==> config.mk <==
export PLATFORM = sky130hd
export DESIGN_NAME = casca_seq_flat
export DESIGN_NICKNAME = d
export VERILOG_FILES = /design/src/rtl/casca_seq_if.sv /design/src/rtl/casca_seq.sv /design/src/flat_wrapper.sv
export SDC_FILE = /design/constraint.sdc
export NUM_CORES = 1
export LEC_CHECK = 0
export CORE_ASPECT_RATIO = 0.6
export CORE_MARGIN = 2
export CORE_UTILIZATION = 67
export DETAILED_ROUTE_END_ITERATION = 16
export HOLD_SLACK_MARGIN = 0.15
export PLACE_DENSITY_LB_ADDON = 0.15
export RECOVER_POWER = 100
export SKIP_LAST_GASP = 1
export SYNTH_ARGS = -nofsm -noshare
export SYNTH_HDL_FRONTEND = slang
export SYNTH_SLANG_ARGS = --single-unit
==> constraint.sdc <==
create_clock -name clk -period 4.2 [get_ports clk]
set_clock_uncertainty 0.2 [all_clocks]
set_input_delay 1.26 -clock clk [delete_from_list [all_inputs] [get_ports clk]]
set_output_delay 1.26 -clock clk [all_outputs]
set_load 0.01 [all_outputs]
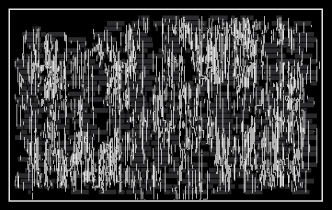
Fig. 1. Met2 routing.
Scale: 2 px per µm.
nets with wire on the layer = 833
main direction = vertical
M2 GR Usage: 43.0%
drt total wl: 18,100 µm

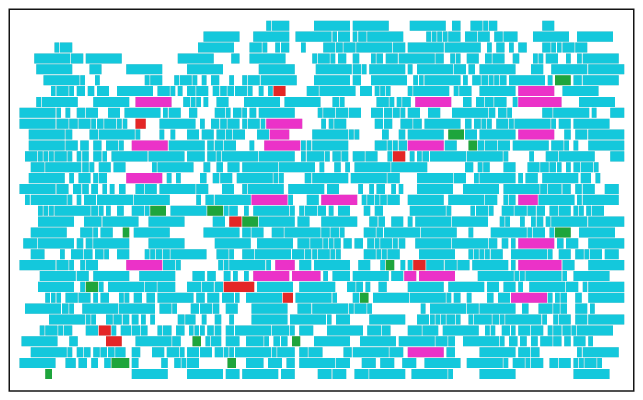
Fig. 2. Drive-strength map.
Scale: 4 px per µm.
drive 6 and up -> magenta  # cells 24, share 2.5%, most used clkbuf_16
drive 1 or less -> cyan  # cells 898, share 95%, most used dfrtp_1
drive 3 to 4 -> red  # cells 9, share 0.95%, most used clkinv_4
drive 2 -> green  # cells 16, share 1.7%
fin area: 10,200 µm²
Non-clk bufs: 25
final worst slack: 1.19 ns
Area growth, synth to finish: 10.0%

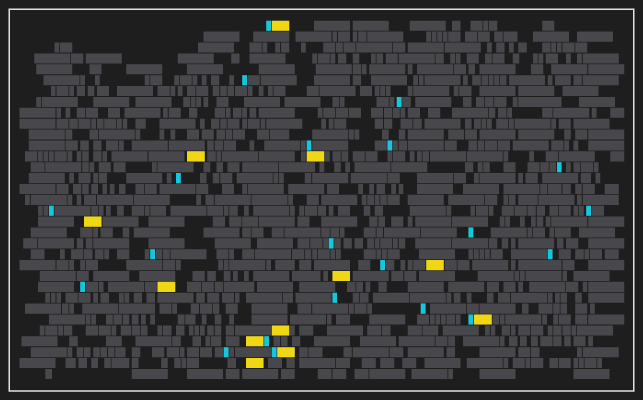
Fig. 3. Gate families picked out.
Scale: 4 px per µm.
inverters -> cyan  # cells 21, most used inv_1, where all over the die
adder and majority cells -> yellow  # cells 12, most used ha_1
Comb/total area: 39.7%
most numerous logic cell after layout: dfrtp_1
post-route insts no fill: 1,122

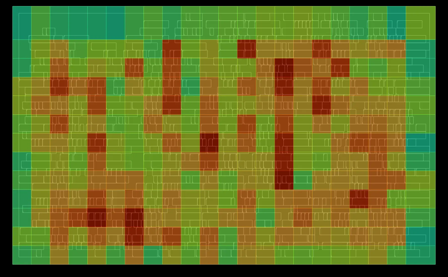
Fig. 4. Congestion heat map.
met1 usage: 36.5%
All-Layer GR Usage: 26.3%
M3 GR Usage: 4.73%

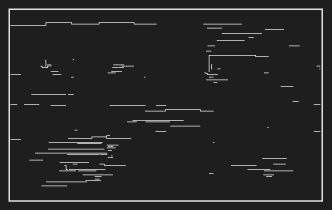
Fig. 5. M3 wires.
Scale: 2 px per µm.
main direction = horizontal
wire length on this layer = 827 µm
vias: 6,573

==> results_slide.txt <==
Physical Implementation Snapshot

Drt
  – Vias per cell: 5.86
  – Max Used Layer: met4
  – Remaining routing DRC violations: 0
  – Pre-Repair DR Iteration Count: 5
  – WL met3: 826 µm
  – Average routed wire per standard cell: 16.1 µm
  – DRT iter0 DRCs: 470
  – ANT nets after route: 0
  – Met2 WL post-DR: 8590 µm
  – WL met1: 8430 µm

Setup path
  – Crit Path Class: reg -> out
  – CP max FO: 8
  – Nature of the critical path startpoint: flip-flop
  – Worst path cell trace: dlygate4sd3_1
  – Critical Path RT: 2.74 ns
  – R2R Setup Slk: 1.35 ns
  – CP delay by family, top: buffers and inverters
  – CP max stage delay: 0.66 ns
  – WP buf/inv: 1
  – Worst setup EP type: output port
  – Crit path depth: 1
  – FF-to-FF path depth: 6
  – Slowest stage cell, crit path: dlygate4sd3_1
  – Critical path arrival: 1.55 ns

Layout
  – Max reg flops: 140
  – Antenna cells: 0
  – Final core occ: 75.0%
  – Fillcell total: 914
  – Layout cells sized above 1: 5.17%
  – Fin nets: 959

Clocking
  – Clk sinks: 200
  – Latency at later pin: 0.43 ns
  – CTS max path bufs: 2
  – Post-CTS Setup Repair Bufs: 0
  – CTS tree: built
  – CTS resizes: 0
  – H-tree depth: 4
  – Post-CTS Hold Buffers: 0
  – Clock root cell: clkbuf_16
  – Clk slew on worst S/H paths: 0.07 ns
  – CTS buffer count: 17

Pwr
  – Pwr Density: 364 nW/µm²
  – Pwr Total: 3710 µW
  – Leakage: 0.00435 µW
  – Max IR drop VDD: 246 µV

Outcome
  – Status: finished with violations
  – Failing checks: max-capacitance violations, max-slew violations

Synth
  – Synth Instances: 915
  – Post-synthesis cell area: 9260 µm²
  – Synthesis Warnings: 0
  – Synthesis area per yosys: 9260 µm²
  – Syn_nets: 939
  – Xor/xnor share: 13.9%
  – Syn avg cell area: 10.1 µm²
  – Area leader, netlist: dfrtp_1
  – Dominant synthesized flop cell: dfrtp_1
  – Async SR Flop Fraction: 100%
  – Simple share: 25.5%
  – Top-area cell share: 54.0%
  – Post-synth regs: 200
  – Adder Area Share: 1.62%
  – Yosys aoi share: 1.53%
  – # Cells Yosys: 915
  – Register area share after synthesis: 54.0%
  – Post-synth area hogs: dfrtp_1 54%, nor2_1 7.9%, xor2_1 7.5%
  – EDFF count, synth: 0
  – Yosys cell types: 49
  – MUX area fraction: 1.18%
  – Comb area leader: simple AND/OR/NAND/NOR gates

Placement
  – Final GP Congestion: 0.908
  – Number of port buffers: 23
  – DP HPWL: 11,900 µm

Global route
  – Largest net degree at the start of global routing: 90
  – Number of global-route vias before repair: 6,469
  – First-pass GRT wire length: 30,600 µm
  – Initial antenna violation count: 0
  – GRT Residual Overflow: 0

STA
  – Unrepaired setup endpoints after global routing: false
  – Rel. slew slack: -20.3%
  – Final Critical Period: 3.01 ns
  – Slew Limit Fails: 75
  – Final worst path period share: 71.7%
  – Sum Neg Setup Slack: 0 ns
  – FMAX: 332 MHz
  – Slew of the pin with the lowest slew margin: 1.80 ns
  – Final hold violation count: 0
  – Final setup violation count: 0

Job
  – Log Warnings: 29
  – Max Cap Viol: 1

Floorplanning
  – Area of the core: 13,600 µm²
  – Die span in x: 156 µm
  – Core Rows: 33
  – FP Core Util: 68.2%
  – I/O Pins: 24
  – Die area: 14,800 µm²
  – Die Y: 95.1 µm

Min path
  – WHS Path Cells: 0
  – Worst Hold Class: reg -> reg
==> logic make-up (layout without fill, tap and decap cells) <==
group,after synthesis,in the layout
xor+xnor,147,147
buf+inv,45,77
mux,10,10
simple gates,480,480
compound gates,21,21
fa+ha+maj,12,12
flops,200,200
==> area by class of cell <==
type	instances	area, µm²	area share, %
clock buffers	22	474	4.65
clock inverters	9	116	1.14
inverters	21	78.8	0.774
multi-input cells	670	4040	39.7
flip-flops and latches	200	5000	49.1
well taps	175	219	2.15
repair buffers	25	253	2.48
==> metal layers <==
metal | global-route usage [%] | vias to the layer above
met1 | 36.5 | 3258
met4 | 8.64 | 0
met3 | 4.73 | 28
met2 | 43.0 | 165
li1 | - | 3122
met5 | 0 | -
==> cells in the final DEF (no fill, tap or decap), drive strengths merged, types with 5 or more instances in the layout <==
cell type | netlist | layout
and4 | 7 | 7
nand2 | 57 | 57
a21oi | 7 | 7
clkbuf | 11 | 23
or2 | 13 | 13
inv | 21 | 22
and3 | 19 | 19
nand3 | 71 | 71
clkinv | 0 | 5
nor4 | 16 | 16
dfrtp | 200 | 200
mux2 | 7 | 7
nand4 | 35 | 35
or3 | 7 | 7
nand4b | 5 | 5
nor4b | 9 | 9
nor2 | 195 | 195
dlygate4sd3 | 0 | 20
and2 | 6 | 6
ha | 12 | 12
xnor2 | 68 | 68
nor2b | 7 | 7
nor3 | 21 | 21
xor2 | 79 | 79
==> report_power, final <==
| group | internal (µW) | switching [µW] |
|---|---|---|
| Clock | 927 | 706 |
| Sequential | 1950 | 21.3 |
| Combinational | 29.0 | 75.7 |
==> synth_stat cells, types with 2 or more instances <==
cell and count:
dfrtp_1 200, nor2_1 195, xor2_1 79, nand3_1 71, xnor2_1 68, nand2_1 57
nand4_1 34, inv_1 21, nor3_1 21, and3_1 19, nor4_1 16, ha_1 12
or2_2 11, buf_2 9, clkbuf_1 9, nor4b_1 9, a21oi_1 7, and4_1 7
mux2_2 7, nor2b_1 7, and2_1 6, or3_1 6, nand4b_1 5, nor4bb_1 4
mux2i_1 3, o21ai_0 3, a41oi_1 2, buf_6 2, nand2b_1 2, nor3b_1 2
o311ai_0 2, or4_4 2
==> through the flow <==
step | hold WS [ns] | instances | worst slack [ns] | area [µm²]
CTS | 0.154 | 1122 | 1.23 | 10200
global placement | 0.138 | 1091 | 1.66 | 9620
floorplan | 0.131 | 915 | 2.04 | 9260
finish | 0.153 | 1122 | 1.19 | 10200
detailed placement | 0.139 | 1091 | 1.54 | 9620
global route | 0.160 | 1122 | 0.923 | 10200
No activity file was given, so power comes from the tool's default toggle rates.
